==> src/rtl/regfile_wb_arbiter.sv <==
// Round-robin arbiter sharing the register-file write port between ALU and load writeback.
// Grants are combinational and the write port is registered, so a write lands one edge later. A busy scoreboard stalls issue on RAW/WAW hazards.
module regfile_wb_arbiter #(
    parameter int DATA_W = 16,
    parameter int ADDR_W = 4
) (
    input  logic                 clk,
    input  logic                 reset,
    input  logic                 issue_valid,
    input  logic [ADDR_W-1:0]    issue_waddr,
    input  logic [ADDR_W-1:0]    issue_rs_a,
    input  logic [ADDR_W-1:0]    issue_rs_b,
    output logic                 issue_stall,
    input  logic                 alu_valid,
    input  logic [ADDR_W-1:0]    alu_addr,
    input  logic [DATA_W-1:0]    alu_data,
    output logic                 alu_ready,
    input  logic                 mem_valid,
    input  logic [ADDR_W-1:0]    mem_addr,
    input  logic [DATA_W-1:0]    mem_data,
    output logic                 mem_ready,
    output logic                 rf_we,
    output logic [ADDR_W-1:0]    rf_waddr,
    output logic [DATA_W-1:0]    rf_din,
    output logic [2**ADDR_W-1:0] busy
);
    localparam int NREGS = 2**ADDR_W;

    typedef enum logic {
        GNT_ALU = 1'b0,
        GNT_MEM = 1'b1
    } grant_e;

    grant_e              last_grant_q, last_grant_d;
    logic                rf_we_q, rf_we_d;
    logic [ADDR_W-1:0]   rf_waddr_q, rf_waddr_d;
    logic [DATA_W-1:0]   rf_din_q, rf_din_d;
    logic [NREGS-1:0]    busy_q, busy_d;
    logic [NREGS-1:0]    set_mask, clr_mask;
    logic                wb_fire;
    logic [ADDR_W-1:0]   wb_addr;
    logic [DATA_W-1:0]   wb_data;
    logic                issue_accept;

    // ALU wins a tie only when MEM was the most recent grant.
    always_comb begin
        alu_ready = 1'b0;
        mem_ready = 1'b0;
        if (alu_valid && (!mem_valid || last_grant_q == GNT_MEM)) begin
            alu_ready = 1'b1;
        end else if (mem_valid) begin
            mem_ready = 1'b1;
        end
    end

    assign wb_fire = alu_ready | mem_ready;
    assign wb_addr = alu_ready ? alu_addr : mem_addr;
    assign wb_data = alu_ready ? alu_data : mem_data;

    assign issue_stall  = issue_valid &&
                          (busy_q[issue_rs_a] || busy_q[issue_rs_b] || busy_q[issue_waddr]);
    assign issue_accept = issue_valid && !issue_stall;

    always_comb begin
        last_grant_d = last_grant_q;
        rf_we_d      = 1'b0;
        rf_waddr_d   = rf_waddr_q;
        rf_din_d     = rf_din_q;
        set_mask     = '0;
        clr_mask     = '0;
        if (alu_ready) begin
            last_grant_d = GNT_ALU;
        end else if (mem_ready) begin
            last_grant_d = GNT_MEM;
        end
        if (wb_fire) begin
            rf_we_d    = (wb_addr != '0);
            rf_waddr_d = wb_addr;
            rf_din_d   = wb_data;
        end
        if (issue_accept && issue_waddr != '0) begin
            set_mask[issue_waddr] = 1'b1;
        end
        // Clear on the edge the register file captures the write; set applied last so it wins.
        if (rf_we_q) begin
            clr_mask[rf_waddr_q] = 1'b1;
        end
        busy_d = ((busy_q & ~clr_mask) | set_mask) & {{(NREGS-1){1'b1}}, 1'b0};
    end

    always_ff @(posedge clk) begin
        if (reset) begin
            last_grant_q <= GNT_MEM;
            rf_we_q      <= 1'b0;
            rf_waddr_q   <= '0;
            rf_din_q     <= '0;
            busy_q       <= '0;
        end else begin
            last_grant_q <= last_grant_d;
            rf_we_q      <= rf_we_d;
            rf_waddr_q   <= rf_waddr_d;
            rf_din_q     <= rf_din_d;
            busy_q       <= busy_d;
        end
    end

    assign rf_we    = rf_we_q;
    assign rf_waddr = rf_waddr_q;
    assign rf_din   = rf_din_q;
    assign busy     = busy_q;

endmodule

==> config.mk <==
export PLATFORM = sky130hd
export DESIGN_NAME = regfile_wb_arbiter
export DESIGN_NICKNAME = d
export VERILOG_FILES = /design/src/rtl/regfile_wb_arbiter.sv
export SDC_FILE = /design/constraint.sdc
export NUM_CORES = 1
export LEC_CHECK = 0
export ABC_AREA = 1
export CAP_MARGIN = 20
export CELL_PAD_IN_SITES_DETAIL_PLACEMENT = 0
export CELL_PAD_IN_SITES_GLOBAL_PLACEMENT = 2
export CORE_MARGIN = 4
export CORE_UTILIZATION = 21
export DETAILED_ROUTE_END_ITERATION = 12
export GPL_ROUTABILITY_DRIVEN = 1
export PLACE_DENSITY_LB_ADDON = 0.08
export SYNTH_ARGS = -nofsm -noshare
export SYNTH_HDL_FRONTEND = slang
export SYNTH_SLANG_ARGS = --single-unit
==> constraint.sdc <==
create_clock -name clk -period 1.7 [get_ports clk]
set_input_delay 0.17 -clock clk [delete_from_list [all_inputs] [get_ports clk]]
set_output_delay 0.17 -clock clk [all_outputs]
set_load 0.05 [all_outputs]
### PDN straps and rails, run 1

Scale: 4 px per um. Pins as bars on the die edge.
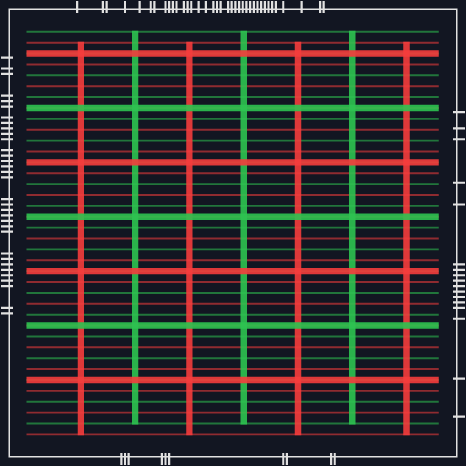
legend:
  red:
    net: VSS
  green:
    net: VDD
met1 rails: 38
signal pins: 97
die width: 112 um
VDD IR max: 0.294 mV
Core ar.: 0.0104 mm2
die height: 112 um

### Local utilization, run 1

Scale: 2 px per um. The die is cut into 11 by 11 equal tiles; white is low, dark blue is high, 0 to 100% covered.
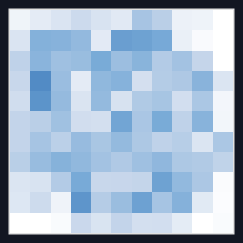
fullest tile: 63%
mean over tiles: 28%
emptiest ninth of the die: north-east
nearly empty tiles: 5.8%
Post-Route Utilization: 35.9%
Initial Util: 21.7%

==> changes_impl.md, run 1 <==
### Physical design

* Run status: complete, no violations
* Final GP Congestion at around 0.80
* WS Path Type: reg -> out
* Share of cells above drive strength 1 at 25.4%
* Ports at 97
* Clock sink count at 37
* Most frequent logic cell in the layout: nand2_1
* HP Class: in -> reg
* Number of global-route vias before repair at 2,824
* Crit. End Element: output port
* Syn_area_per_cell at 6.18 um2
* Worst path top cell family by delay: simple AND/OR/NAND/NOR gates
* Warnings from Yosys at 0
* Reg area at roughly 800 um2
* Area grow syn2layout at 65.3%
* Nets at 545
* Cell area leaders: dfxtp_1 33%, nand2_1 22%, nand3_1 7.1%, inv_1 5.3%, nor2_1 4.8%
* CP arrival at approximately 1.5 ns
* Yosys stat cell total at 364
* CP Cell Sequence: inv_2 -> nand2_1 -> nand3_1 -> nand3b_1 -> nand3_2 -> nand2_4 -> inv_6 -> a21oi_4 -> buf_6
* First-pass GRT wire length at 14,300 um
* Post-route ant nets at 0
* Htree depth at 2
* Fmax at 603 MHz
* GR Overflow Total at 0
* Final std cells w/o fill at 625
* CTS root buf: clkbuf_8
* Slew Viols, Final at 0
* Worst-margin pin slew at slightly above 0.5 ns
* Total wire length at 9070 um
* First drt pass iteration count at 4
* TritonCTS clock tree: built
* Crit Path Max Fanout at 4
* Top cell area share at 32.9%
* Clk_skew at 0.00859 ns
* Num CTS Buffers at 5
* WP buf/inv at 3
* Chip Area, Yosys at 0.00225 mm2
* Pwr/cell area at roughly 640 mW/mm2
* Syn Nets at between 400 and 500
* Post-Synthesis Cell Area at 0.00225 mm2
* Row count at 37
* Placed cell count at 611
* Final Hold Vio Count at 0
* CP peak stage delay at about 0.39 ns
* Psw at approximately 0.85 mW
* P_int at 1.53 mW
* DR DRC count at 0
* Pleak at 1.64 nW
* Final setup violation count at 0
* Total power at 2.38 mW
* Max clock buf depth at 2
* CP required at 1.53 ns
* Commonest cells after routing, fill and taps aside: 129 x nand2_1, 63 x buf_4, 53 x clkdlybuf4s50_1, 27 x nand3_1
* Logic area at roughly 0.0013 mm2
* HPWL Detailed at approximately 7000 um
* Clock slew at reported path FFs at 0.08 ns
* Initial DRC Count at 187
* Chip area at 0.0124 mm2
* Tally of OpenROAD warnings at 27
* Distinct lib cells used at 25
* Max Cap Viol at 0
* Vias per std cell at 4.47
* RSZ-0062 raised after global routing: yes
* Yosys reg bits at 37
* CP max-delay cell: dfxtp_4
* Period minus WS final at around 1.7 ns
* Initial antenna violation count at 0
* Reg2reg setup slack at 0.17 ns
* Largest net degree at the start of global routing at 38
* Port bufs at about 95
* Comb power frac at 35.1%
* Vias at 2,795
* Net Sw Frac at between 30% and 40%
* ANT cells at 0
* Flop pwr share at 39.4%
* Largest area contributor in the netlist: dfxtp_1
* CP Launch Type: flip-flop
* # fillers at 1,180
* Cycle use final at 97.5%
* Register share after synthesis at 32.9%
* Worst relative slew slack at 66.0%
* Post-synthesis cell count at around 360
### Clock network drawn from the DEF, run 1

Scale: 4 px per um.
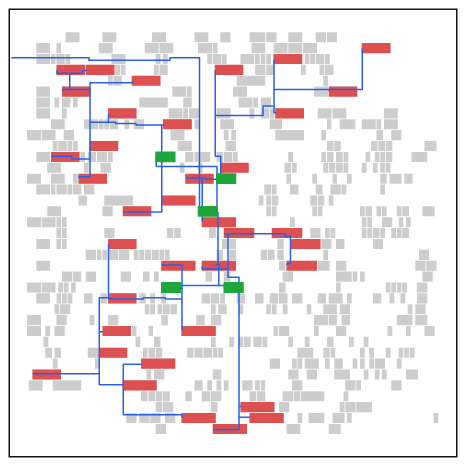
legend:
  green:
    item: cells driving clock nets
    count: 5
  red:
    item: flip-flops
    count: 37
  blue:
    item: clock wires
    length: 620 um
routed clock nets: 6
clk_lat worst skew: 0.29 ns
Clk pwr share: 25.5%

### Routing congestion map, run 1

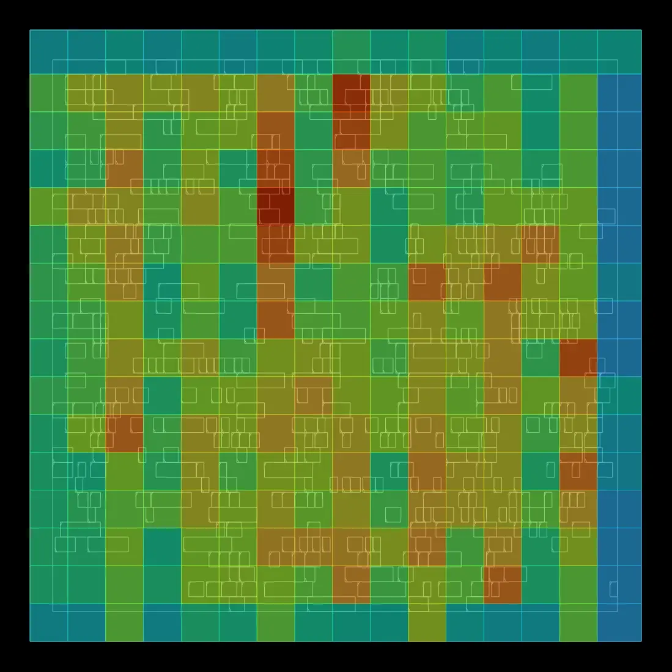
met2 usage: 24.8%
Wirelength per Cell: 14.5 um
gr usage total: 14.3%

## run 1: timing repair
| item | CTS | global route |
|---|---|---|
| setup endpoints to repair | 1 | 5 |
| hold buffers | 0 | 0 |
| buffers inserted | 6 | 0 |
| cloned | 2 | 0 |
| pin swaps | 10 | 12 |
| gates resized | 41 | 5 |
## run 1: per-stage QoR
| stage | hold WS [ns] | setup WS (ns) | setup TNS (ns) | area, um2 |
|---|---|---|---|---|
| floorplan | 0.270 | 0.0904 | 0 | 2280 |
| finish | 0.443 | 0.0430 | 0 | 3720 |
| CTS | 0.432 | 0.000142 | 0 | 3700 |
| global placement | 0.476 | -0.272 | -3.65 | 3500 |
| detailed placement | 0.481 | -0.264 | -3.58 | 3500 |
| global route | 0.449 | -0.0613 | -0.0613 | 3720 |
## run 1: synthesized netlist by cell type
cell / instances
nand3_1: 32
conb_1: 1
a211oi_1: 4
buf_6: 5
nand3_2: 1
o21ai_0: 16
nand4_1: 16
nand2_2: 1
buf_2: 5
inv_2: 3
clkbuf_1: 4
nor3_1: 1
nor2_2: 3
clkbuf_8: 1
inv_1: 32
inv_4: 2
nor2_1: 29
nand2_1: 131
dfxtp_1: 37
nand3b_1: 1
nor4_1: 1
buf_4: 2
a31oi_1: 16
nor2_4: 2
a21oi_1: 18
## run 1: final cells by class
cell class / instances / share of cell area, %
Timing Repair Buffer: 134 / 32.9
Clock inverter: 2 / 0.269
Multi-Input combinational cell: 273 / 35.1
Tap cell: 136 / 4.57
Sequential cell: 37 / 21.2
Clock buffer: 6 / 1.95
Inverter: 37 / 4.07
## run 1: path summary, 6_finish.rpt
path | to | startpoint | cells past startpoint
hold reg to reg | rf_din[2] | rf_din[2] | 2
setup / recovery | issue_stall | busy[10] | 9
setup reg to reg | busy[4] | busy[13] | 10
hold / removal | rf_din[2] | mem_data[2] | 3
## run 1: layer usage
metal	part of all wire, %	vias to the layer above	track usage [%]
met3	6.3	4	2.83
met2	48	79	24.8
met5	0	-	0
met1	45	1274	18.6
li1	-	1438	-
met4	0.56	0	2.43
## run 1: power by group through the flow
stage,combinational [mW],clock [mW],sequential [mW]
3_3_place_gp,0.825,0,0.973
3_5_place_dp,0.822,0,0.973
5_1_grt,0.901,0.682,0.947
4_1_cts,0.836,0.648,0.938
2_1_floorplan,0.297,0,1.13
6_report,0.834,0.608,0.938
## run 1: tightest hold or removal path: stages
cell and delay, ns:
clkdlybuf4s50_1 0.39, nand2_1 0.06, a31oi_1 0.06
## run 1: state kept, by name (all words and copies together), names as in the netlist
signal,flops
rf_waddr,4
busy,15
last_grant_q,1
rf_we,1
rf_din,16
## run 1: cells by family after synthesis
family          after synthesis  share of synthesized area, %
other cells                   1                         0.167
buf+inv                      54                          12.0
simple gates                218                          41.6
flops                        37                          32.9
compound gates               54                          13.3
==> run 2, diff against run 1 <==
Settings changed: CORE_MARGIN 4 to 2, PLACE_DENSITY set to 0.87, PLACE_DENSITY_LB_ADDON 0.08 to unset.
### PDN straps and rails, run 2

Scale: 4 px per um. Pins as bars on the die edge.
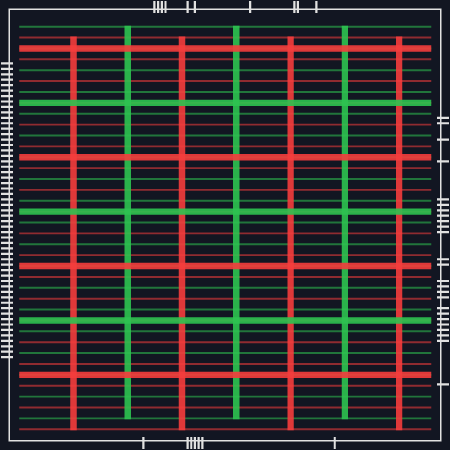
legend:
  red:
    net: VSS
  green:
    net: VDD
met4 straps: 7
met5 straps: 7
met1 rails: 38
signal pins: 97
rows: 37
die width: 108 um
die height: 108 um
VDD IR max: 0.342 mV

### Routing congestion map, run 2

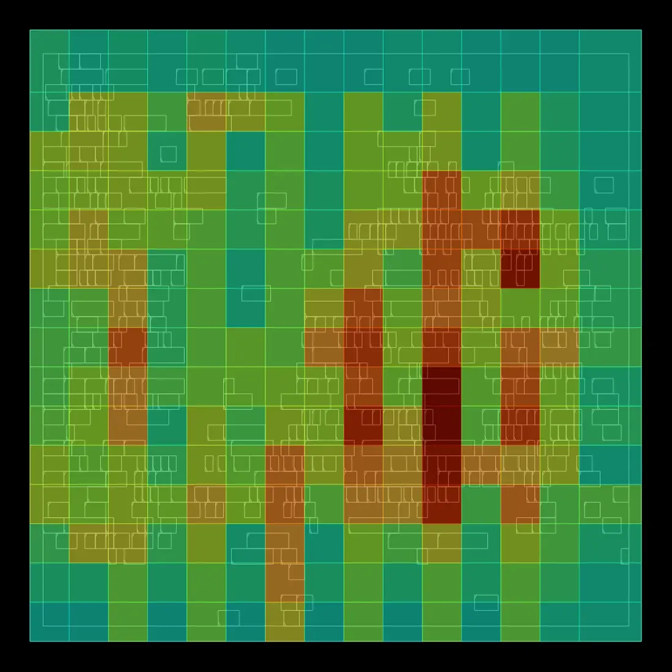
met2 usage: 25.4%
Wirelength per Cell: 13.8 um
M1 GR Usage: 18.8%

==> run 2 against run 1 <==
Sequential cell count unchanged. Largest power group unchanged. The run now ends with setup timing left. Cell count stayed put. First-iteration DRC count shrank 22%. Largest cell class unchanged. Final area up 0.30%. Global-route usage rose by 0.68 points. Critical path type unchanged. Routed wire length shrank 4.9%.
==> changes_impl.md, run 2 <==
### Physical design

* Run status: finished with violations
* Failing checks: setup timing
* Slew Viols, Final at 0 (unchanged)
* Tally of OpenROAD warnings at 28 (+3.7%)
* TritonCTS clock tree: built
* Initial DRC Count at 146 (-22%)
* Top cell area share at 32.9% (unchanged)
* DP Worst Slack at -0.287 ns (-0.0234 ns)
* Vias per std cell at 4.55 (+1.7%)
* Initial Util at 21.7% (unchanged)
* Worst Hold Depth at 3 (unchanged)
* CP required at 1.53 ns (about the same)
* Core ar. at 0.0104 mm2 (unchanged)
* Hold-fix buffer count after cts at 0 (unchanged)
* Number of global-route vias before repair at 2,856 (+1.1%)
* Pwr/cell area at 651 mW/mm2 (+1.7%)
* Clk_skew at 0.00621 ns (-0.00238 ns)
* Share of cells above drive strength 1 at 22.3% (-3.1 points)
* CP arrival at 1.53 ns (+0.04 ns)
* Htree depth at 2 (unchanged)
* Yosys reg bits at 37 (unchanged)
* Chip area at 0.0116 mm2 (-7.0%)
* DR DRC count at 0 (unchanged)
* First drt pass iteration count at 5 (+1)
* Reg area at 790 um2 (+0.32%)
* CTS root buf: clkbuf_8
* Area grow syn2layout at 65.8%
* EDFF count, synth at 0 (unchanged)
* HP Class: in -> reg
* Fmax at 587 MHz (-2.7%)
* Pleak at 1.66 nW (+1.5%)
* Syn_area_per_cell at 6.18 um2 (unchanged)
* Max clock buf depth at 2 (unchanged)
* Synth top cells by count: 131 x nand2_1, 37 x dfxtp_1, 32 x inv_1, 32 x nand3_1, 29 x nor2_1
* Period minus WS final at 1.70 ns (+0.0465 ns)
* R2R depth at 11 (+1)
* Crit Path Max Fanout at 4 (unchanged)
* HPWL Detailed at 6510 um (-8.8%)
* CP Launch Type: flip-flop
* Distinct lib cells used at 25 (unchanged)
* Clock slew at reported path FFs at 0.08 ns (about the same)
* Clock sink count at 37 (unchanged)
* Num CTS Buffers at 5 (unchanged)
* Final std cells w/o fill at 625 (unchanged)
* First-pass GRT wire length at 14,000 um (-2.7%)
* Initial antenna violation count at 0 (unchanged)
* GR Overflow Total at 0 (unchanged)
* ANT cells at 0 (unchanged)
* Port bufs at 95 (unchanged)
* Vias at 2,843 (+1.7%)
* Ports at 97 (unchanged)
* Final setup violation count at 1 (+1)
* Primary FF master, synth: dfxtp_1
* Placed cell count at 611 (unchanged)
* Post-Synthesis Cell Area at 0.00225 mm2 (unchanged)
* Gr usage total at 15.0% (+0.68 points)
* Commonest cells after routing, fill and taps aside: 128 x nand2_1, 58 x clkdlybuf4s50_1, 56 x buf_4, 32 x nand3_1, 30 x inv_1
* Cycle use final at 100% (+2.7 points)
* Cell area leaders: dfxtp_1 33%, nand2_1 22%, nand3_1 7.1%, inv_1 5.3%, nor2_1 4.8%
* RSZ-0062 raised after global routing: yes
* Total wire length at 8630 um (-4.9%)
* Async SR Flop Fraction at 0% (unchanged)
* Worst relative slew slack at 65.3% (-0.66 points)
* Largest area contributor in the netlist: dfxtp_1
* Most frequent logic cell in the layout: nand2_1
* Warnings from Yosys at 0 (unchanged)
* Logic area at 0.00127 mm2 (-2.6%)
* Chip Area, Yosys at 0.00225 mm2 (unchanged)
* Clk_lat worst skew at 0.29 ns (about the same)
* # fillers at 1,133 (-4.0%)
* Post-synthesis cell count at 364 (unchanged)
* Nets at 545 (unchanged)
* Top-count cell post-synth: nand2_1
* Post-route ant nets at 0 (unchanged)
* Final Hold Vio Count at 0 (unchanged)
* Register share after synthesis at 32.9% (unchanged)
* Worst hold margin at 0.446 ns (+0.00282 ns)
* Post-route setup slack at -0.00357 ns (-0.0465 ns)
* Final GP Congestion at 0.862 (+8.0%)
* Worst-margin pin slew at 0.518 ns (+0.00981 ns)
* Total power at 2.43 mW (+2.0%)
* Max FFs per register at 16 (unchanged)
* Row count at 37 (unchanged)
* WS Path Type: reg -> out
* Syn Nets at 421 (unchanged)
* Yosys stat cell total at 364 (unchanged)
* Largest net degree at the start of global routing at 38 (unchanged)
* Crit. End Element: output port
* Max Cap Viol at 0 (unchanged)
-- run 2: cell counts after synthesis --
No cell type changed its count.
-- run 2: final timing paths --
kind	from	end	slack, ns
worst max-delay path	busy[8]	issue_stall	-0.004
worst min register to register	rf_din[0]	rf_din[0]	0.49
worst min-delay path	mem_data[9]	rf_din[9]	0.45
worst max register to register	busy[15]	busy[2]	0.14
-- run 2: per-layer routing --
layer	GRT usage, %	up-vias	part of all wire, %
li1	-	1438	-
met3	3.27	15	8.3
met5	0	-	0
met1	18.8	1257	45
met2	25.4	133	45
met4	4.67	0	2.2
-- run 2: worst max-delay path: stages (launching register included) --
cell and delay, ns:
dfxtp_4 0.38, inv_1 0.07, nand2_1 0.06, nand3_1 0.08, nand3b_1 0.09, nand3_1 0.07, nand2_1 0.09, inv_2 0.06
a21oi_4 0.16, buf_6 0.17
-- run 2: timing repair --
action | CTS | global route
pin swaps | 2 | 2
gates resized | 23 | 13
gates cloned | 1 | 1
buffers inserted | 2 | 2
setup endpoints to repair | 1 | 13
-- run 2: cell type report --
class                           count  area share [%]
Multi-Input combinational cell    273            34.1
Timing Repair Buffer              134            33.9
Sequential cell                    37            21.2
Tap cell                          136            4.56
Inverter                           37            3.86
Clock buffer                        5            1.84
Clock inverter                      3           0.570
-- run 2: logic make-up after synthesis --
group                  share of synthesized area, %
AND-OR/OR-AND                                  13.3
buffers and inverters                          12.0
flip-flops                                     32.9
other                                         0.167
AND/OR/NAND/NOR                                41.6
-- run 2: through the flow --
| stage | cell area, um2 | TNS (ns) | utilization (%) |
|---|---|---|---|
| 2_1_floorplan | 2280 | 0 | - |
| 3_3_place_gp | 3520 | -3.71 | 34.0 |
| 3_5_place_dp | 3520 | -3.97 | 34.0 |
| 4_1_cts | 3660 | -0.0320 | 35.3 |
| 5_1_grt | 3730 | -0.168 | 36.0 |
| 6_report | 3730 | -0.00357 | 36.0 |
-- run 2: power by group --
group	switching [mW]	leakage [nW]	internal, mW
clock	0.346	0.0445	0.291
sequential	0.0411	0.315	0.898
combinational	0.487	1.30	0.363
==> run 3, diff against run 2 <==
Settings changed: SLEW_MARGIN set to 20.
### Clock network drawn from the DEF, run 3

Scale: 6 px per um.
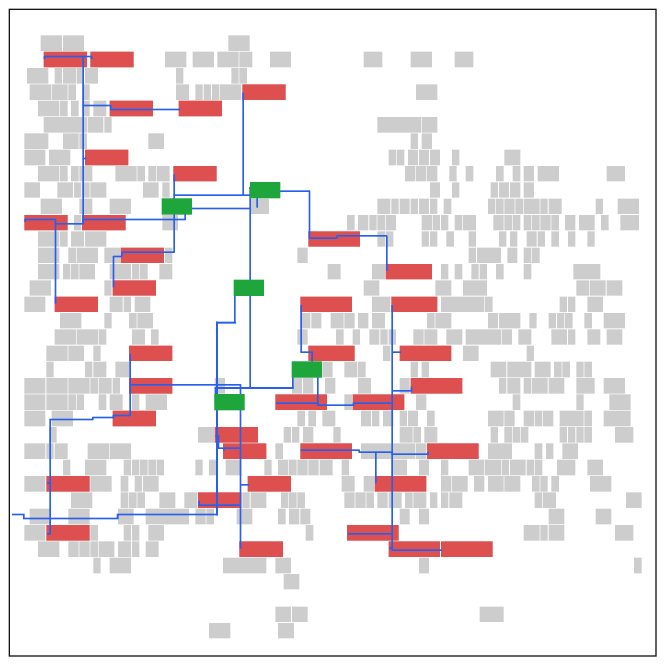
legend:
  blue:
    item: clock wires
    length: 572 um
  red:
    item: flip-flops
    count: 37
  green:
    item: cells driving clock nets
    count: 5
routed clock nets: 6
Clk pwr share: 26.3%
power in the clock group: 0.637 mW
clk_skew: 0.00621 ns

### PDN straps and rails, run 3

Scale: 4 px per um. Pins as bars on the die edge.
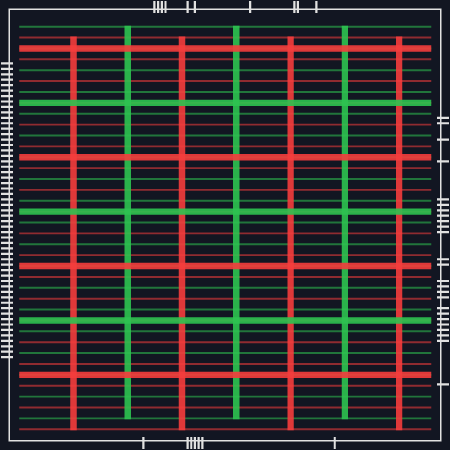
legend:
  green:
    net: VDD
  red:
    net: VSS
rows: 37
signal pins: 97
met5 straps: 7
met4 straps: 7
met1 rails: 38

==> run 3 against run 2 <==
The flow still finishes with violations (setup timing). Core utilization unchanged. Final area is the same. Cell count unchanged. Critical endpoint unchanged.
==> changes_impl.md, run 3 <==
### Physical design

* Async SR Flop Fraction at 0% (unchanged)
* Distinct lib cells used at 25 (unchanged)
* Initial Util at 21.7% (unchanged)
* EDFF count, synth at 0 (unchanged)
* RSZ-0062 raised after global routing: yes
* Slew Viols, Final at 0 (unchanged)
* Final GP Congestion at 0.862 (unchanged)
* Max clock buf depth at 2 (unchanged)
* Warnings from Yosys at 0 (unchanged)
* Top cell area share at 32.9% (unchanged)
* Number of global-route vias before repair at 2,856 (unchanged)
* Cycle use final at 100% (unchanged)
* Syn_area_per_cell at 6.18 um2 (unchanged)
* First-pass GRT wire length at 14,000 um (unchanged)
* Die width at 108 um (unchanged)
* First drt pass iteration count at 5 (unchanged)
* DR DRC count at 0 (unchanged)
* Primary FF master, synth: dfxtp_1
* Largest area contributor in the netlist: dfxtp_1
* Register share after synthesis at 32.9% (unchanged)
* CP required at 1.53 ns (about the same)
* Crit Path Max Fanout at 4 (unchanged)
* Post-Synthesis Cell Area at 0.00225 mm2 (unchanged)
* CP Cell Sequence: inv_1 -> nand2_1 -> nand3_1 -> nand3b_1 -> nand3_1 -> nand2_1 -> inv_2 -> a21oi_4 -> buf_6
* Run status: finished with violations
* Top-count cell post-synth: nand2_1
* Post-synthesis cell count at 364 (unchanged)
* WS Path Type: reg -> out
* Clock sink count at 37 (unchanged)
* Row count at 37 (unchanged)
* Final std cells w/o fill at 625 (unchanged)
* Post-Route Utilization at 36.0% (unchanged)
* Worst hold margin at 0.446 ns (unchanged)
* VDD IR max at 0.342 mV (unchanged)
* Worst relative slew slack at 65.3% (unchanged)
* Total wire length at 8630 um (unchanged)
* Chip Area, Yosys at 0.00225 mm2 (unchanged)
* DP Worst Slack at -0.287 ns (unchanged)
* Placed cell count at 611 (unchanged)
* Commonest cells after routing, fill and taps aside: 128 x nand2_1, 58 x clkdlybuf4s50_1, 56 x buf_4, 32 x nand3_1, 30 x inv_1
* Worst-margin pin slew at 0.518 ns (unchanged)
* Crit. End Element: output port
* Pwr/cell area at 651 mW/mm2 (unchanged)
* R2R depth at 11 (unchanged)
* Yosys reg bits at 37 (unchanged)
* TritonCTS clock tree: built
* GR Overflow Total at 0 (unchanged)
* Final setup violation count at 1 (unchanged)
* Share of cells above drive strength 1 at 22.3% (unchanged)
* CP max-delay cell: dfxtp_4
* Post-route setup slack at -0.00357 ns (unchanged)
* Max FFs per register at 16 (unchanged)
* Synth top cells by count: 131 x nand2_1, 37 x dfxtp_1, 32 x inv_1, 32 x nand3_1, 29 x nor2_1
* Vias per std cell at 4.55 (unchanged)
* Syn Nets at 421 (unchanged)
* Nets at 545 (unchanged)
* Initial antenna violation count at 0 (unchanged)
* Final Hold Vio Count at 0 (unchanged)
* Failing checks: setup timing
* Area grow syn2layout at 65.8% (unchanged)
* HP Class: in -> reg
* Htree depth at 2 (unchanged)
* Die height at 108 um (unchanged)
* CP arrival at 1.53 ns (about the same)
* Vias at 2,843 (unchanged)
* Gr usage total at 15.0% (unchanged)
* Pleak at 1.66 nW (unchanged)
* Core ar. at 0.0104 mm2 (unchanged)
* Post-route ant nets at 0 (unchanged)
* Chip area at 0.0116 mm2 (unchanged)
* Worst Hold Depth at 3 (unchanged)
* Yosys stat cell total at 364 (unchanged)
* CTS root buf: clkbuf_8
* ANT cells at 0 (unchanged)
* Num CTS Buffers at 5 (unchanged)
* CP peak stage delay at 0.38 ns (about the same)
* Fmax at 587 MHz (unchanged)
* Wirelength per Cell at 13.8 um (unchanged)
* Ports at 97 (unchanged)
* Cell area leaders: dfxtp_1 33%, nand2_1 22%, nand3_1 7.1%, inv_1 5.3%, nor2_1 4.8%
* HPWL Detailed at 6510 um (unchanged)
* Period minus WS final at 1.70 ns (unchanged)
* Tally of OpenROAD warnings at 28 (unchanged)
* Most frequent logic cell in the layout: nand2_1
* Hold-fix buffer count after cts at 0 (unchanged)
* CP Launch Type: flip-flop
* Port bufs at 95 (unchanged)
* Max Cap Viol at 0 (unchanged)
run 3: kinds of logic (layout without fill, tap and decap cells):
group | count (synthesis) | after routing | synth area share [%]
AOI/OAI and AO/OA | 54 | 54 | 13.3
buffers and inverters | 54 | 179 | 12.0
DFF | 37 | 37 | 32.9
other | 1 | 1 | 0.167
and+or+nand+nor | 218 | 218 | 41.6
run 3: worst max-delay path: cells and delay by family (launching register included):
family / cells / cell delay, ns
simple gates: 5 / 0.39
compound gates: 1 / 0.16
buf+inv: 3 / 0.30
flops: 1 / 0.38
run 3: path summary, 6_finish.rpt:
check | from | slack (ns) | endpoint
max reg2reg | busy[15] | 0.14 | busy[2]
min | mem_data[9] | 0.45 | rf_din[9]
max | busy[8] | -0.004 | issue_stall
min reg2reg | rf_din[0] | 0.49 | rf_din[0]
run 3: where the power goes:
| part | leakage [nW] | internal (mW) | switching, mW | total [mW] |
|---|---|---|---|---|
| Combinational | 1.30 | 0.363 | 0.487 | 0.851 |
| Clock | 0.0445 | 0.291 | 0.346 | 0.637 |
| Sequential | 0.315 | 0.898 | 0.0411 | 0.940 |
run 3: metal layers:
layer / up-vias / routed length, um / global-route usage, %
met2: 133 / 3870 / 25.4
met3: 15 / 717 / 3.27
met4: 0 / 191 / 4.67
met1: 1257 / 3850 / 18.8
met5: - / 0 / 0
li1: 1438 / - / -
run 3: layout make-up:
cell class / instances / area [um2]
Sequential cell: 37 / 790
Clock buffer: 5 / 68.8
Multi-Input combinational cell: 273 / 1270
Tap cell: 136 / 170
Timing Repair Buffer: 134 / 1270
Inverter: 37 / 144
Clock inverter: 3 / 21.3
Fill cell: 1133 / 6640
run 3: through the flow:
step | total power, mW | setup TNS, ns | cell area (um2)
floorplan | 1.42 | 0 | 2280
global placement | 1.80 | -3.71 | 3520
detailed placement | 1.80 | -3.97 | 3520
CTS | 2.45 | -0.0320 | 3660
global route | 2.57 | -0.168 | 3730
finish | 2.43 | -0.00357 | 3730
run 3: what timing repair did:
action,CTS,global route
gates cloned,1,1
setup endpoints to repair,1,13
pin swaps,2,2
buffers inserted,2,2
resized,23,13
Power is estimated from default activity; no workload was simulated.
